### Routed metal, one colour a layer

(4 px per um)
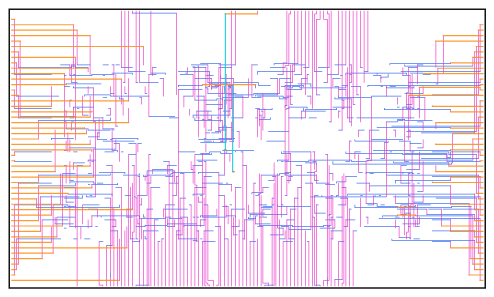
### I/O nets highlighted

(4 px per um)
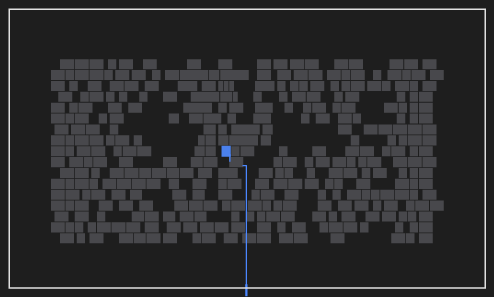
### Track usage over the die

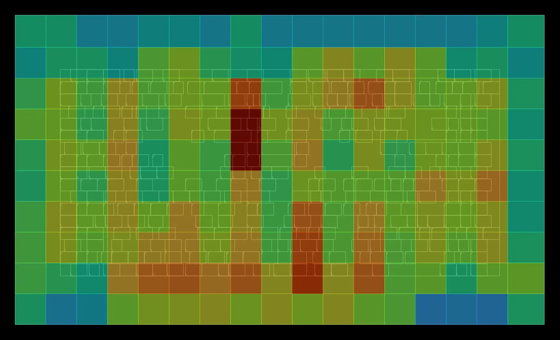
### Ports around the boundary

(3 px per um) Pins as bars across the die edge, other pins in grey.
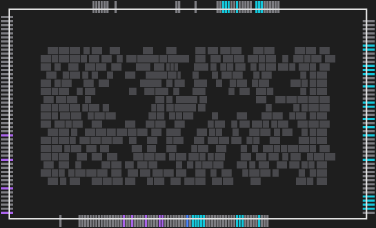
### Register map, names as in the netlist

(3 px per um) Other cells in grey.
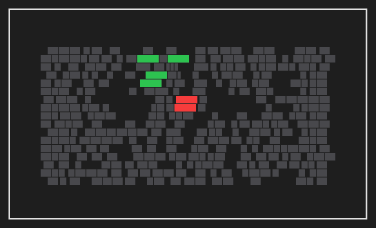
==> config.mk <==
export PLATFORM = sky130hd
export DESIGN_NAME = imem_arbiter_flat
export DESIGN_NICKNAME = d
export VERILOG_FILES = /design/src/rtl/imem_arbiter_if.sv /design/src/rtl/imem_arbiter.sv /design/src/flat_wrapper.sv
export SDC_FILE = /design/constraint.sdc
export NUM_CORES = 1
export LEC_CHECK = 0
export CORE_ASPECT_RATIO = 0.5
export CORE_MARGIN = 10
export CORE_UTILIZATION = 21
export DETAILED_ROUTE_END_ITERATION = 8
export PLACE_DENSITY_LB_ADDON = 0.08
export SYNTH_ARGS = -nofsm -noshare
export SYNTH_HDL_FRONTEND = slang
export SYNTH_SLANG_ARGS = --single-unit
export TNS_END_PERCENT = 100
==> constraint.sdc <==
create_clock -name clk -period 2.71 [get_ports clk]
set_input_delay 0.271 -clock clk [delete_from_list [all_inputs] [get_ports clk]]
set_output_delay 0.271 -clock clk [all_outputs]
set_load 0.02 [all_outputs]
==> Slide: Implementation Results <==
Key Metrics from the Run

Run status
  • Status: complete, no violations

Cells and area
  • Filler cells: 405
  • Nets: around 430
  • Comb gate area: between 800 and 900 um2
  • Share of cells above drive strength 1: under 10%
  • Area grow syn2layout: 205%
  • Antenna Cells: 0

Logic synthesis
  • Mean Syn Cell Area: 7.04 um2
  • Seq/Total Area, Yosys: approximately an eighth
  • Synth flops: 6
  • Xor+xnor area frac: 0%
  • Comb area leader: simple AND/OR/NAND/NOR gates
  • Ys Warns: 0
  • Yosys stat chip area: 0.00102 mm2
  • Post-synthesis cell area: between 0.001 and 0.0015 mm2
  • Post-synthesis cell count from yosys: about 150
  • Mux contribution to synthesized area: 0%
  • Synth Net Count: 234
  • Library cells used by synthesis: 20
  • Syn Inst Count: around 150

Clock tree
  • Maximum level of the CTS H-tree: 1
  • Clock Root Buffer: clkbuf_8
  • TritonCTS buffer count: 3
  • Max Buffers Root-to-Sink: 2
  • Hold-fix buffers, CTS: 0
  • Clk sinks: 6
  • Clock transition at the registers of the reported paths: ~0.030 ns
  • TritonCTS clock tree: built
  • Insertion Delay late pin: 0.23 ns

STA
  • PnR worst setup slack: ~0.15 ns
  • Least-Margin Pin Slew: 0.295 ns
  • Slew Limit Fails: 0
  • Final setup fails: 0
  • Crit path time final: around 2.6 ns
  • RSZ-0062 raised after global routing: no
  • Max Clk Rate: just under 0.4 GHz
  • Skew final: 0.00429 ns
  • Final setup TNS: 0 ns
  • Final hold violations: 0

Worst setup path
  • Critical Path AT: approximately 2.3 ns
  • Required time worst endpoint: approximately 2.4 ns
  • R2R cell count: 3
  • Setup slack, reg-to-reg: about 1.5 ns
  • CP Max Fanout: 11

Global route
  • Largest net degree at the start of global routing: 34
  • Vias in the first global route: ~1,700
  • GRT overflow: 0
  • Initial antenna violation count: 0

Detailed routing
  • DRT Pass-1 Iters: 4
  • 1st-iter DRT viols: 44
  • Wirelength per Cell: about 17 um
  • Vias/cell: 4.22

Job
  • Max cap viols: 0
  • Tool warnings: 26

Hold path
  • Min-Delay Path Class: reg2reg
  • Hold path depth: 1

Die
  • FP Util: between 20% and 30%
  • FP Rows: 17
  • Full die area: between 0.008 and 0.009 mm2
  • Core area: roughly 0.0046 mm2

Placement
  • Worst slack, placed: approximately 0.15 ns
  • RD Place Congestion: 0.788
  • Detailed Place HPWL: 6340 um

Power
  • Static leakage: 0.00121 uW
  • Pwr dens: about 180 mW/mm2
-- 'Routed metal, one colour a layer' (at the start) --
Key: magenta = met2 [wire length 3,800 um]; orange = met3 [wire length 952 um]; cyan = met4 [wire length 55.8 um]; blue = met1 [wire length 2,210 um]
via count: 1,715
WL final: 7020 um

-- 'I/O nets highlighted' (at the start) --
Key: blue = bus_m_we [direction output, end cells 1, buffers 1, wire 32.7 um]
Ports: 199
Port Buffers: 198

-- 'Track usage over the die' (at the start) --
met1 usage: 13.3%
met3 Use GR: 8.58%
GRT met2 Usage: 31.1%
Total Routing Usage GR: 15.6%
GRT busiest layer: met2

-- 'Ports around the boundary' (at the start) --
Key: cyan = bus_m_rdata [pins 32, direction input, edge 16 right, 9 bottom, 7 top]; purple = bus_l_addr [pins 9, direction input, edge 5 bottom, 4 left]; blue = bus_m_we [pins 1, direction output, edge bottom]
chip height: 69.3 um
die width: 119 um

-- 'Register map, names as in the netlist' (at the start) --
Key: green = u_core.burst_q [placed flops 4, where top centre]; red = u_core.owner_q [placed flops 2]
Flop area: 120 um2
sequential cell area share: 3.86%

==> critical path, cell delays in order <==
cell and delay (ns):
clkdlybuf4s50_1 0.48, or3b_1 0.40, nor3b_1 0.16, buf_4 0.17, or2_2 0.27, clkdlybuf4s50_1 0.54
==> metrics by stage <==
step	cells	hold WS [ns]	utilization (%)	cell area (um2)	total power, uW
5_1_grt	406	0.514	68.4	3120	580
2_1_floorplan	145	0.343	-	1020	202
4_1_cts	406	0.496	68.4	3120	559
6_report	406	0.496	68.4	3120	551
3_5_place_dp	403	0.488	67.5	3070	421
3_3_place_gp	403	0.480	67.5	3070	416
==> final cells by class <==
type	instances	area share, %
multi-input cells	124	26.6
well taps	66	2.65
repair buffers	205	65.3
clock buffers	3	1.33
flip-flops and latches	6	3.86
inverters	2	0.241
==> cells in the mapped netlist (all sizes together) <==
cell,instances,area share [%]
or3b,1,0.86
dfxtp,6,12
or2,1,0.61
a31o,1,0.86
a32o,2,2.0
a22o,9,7.7
buf,5,4.3
nor3b,4,2.9
nor3,1,0.49
and3,1,0.61
nor2,2,0.74
nor4,1,0.61
o311a,1,0.98
clkbuf,8,2.9
and2,97,59
ha,1,1.2
inv,2,0.74
nand2b,1,0.61
nor2b,1,0.61
==> layer usage <==
| layer | wire length (um) | GRT usage [%] | vias to the layer above |
|---|---|---|---|
| li1 | - | - | 858 |
| met1 | 2210 | 13.3 | 746 |
| met2 | 3800 | 31.1 | 107 |
| met3 | 952 | 8.58 | 4 |
| met4 | 55 | 3.20 | 0 |
| met5 | 0 | 0 | - |
==> cells in the final DEF (no fill, tap or decap), types with 2 or more instances in the layout <==
cell,n
clkdlybuf4s50_1,198
and2_1,97
a22o_1,9
buf_4,7
dfxtp_1,6
clkbuf_8,3
nor3b_2,2
inv_1,2
nor2_1,2
nor3b_1,2
a32o_1,2
==> kinds of logic (layout without fill, tap and decap cells) <==
group	count (synthesis)	after routing
AOI/OAI and AO/OA	13	13
adders and majority gates	1	1
buffers and inverters	15	210
DFF	6	6
and+or+nand+nor	110	110
==> where the power goes <==
| part | total (uW) | switching [uW] | leakage [uW] | internal [uW] |
|---|---|---|---|---|
| registers | 91.4 | 0.959 | 0.0000487 | 90.4 |
| logic | 325 | 119 | 0.00114 | 206 |
| clock network | 134 | 38.9 | 0.0000216 | 95.4 |
No activity file was given, so power comes from the tool's default toggle rates.
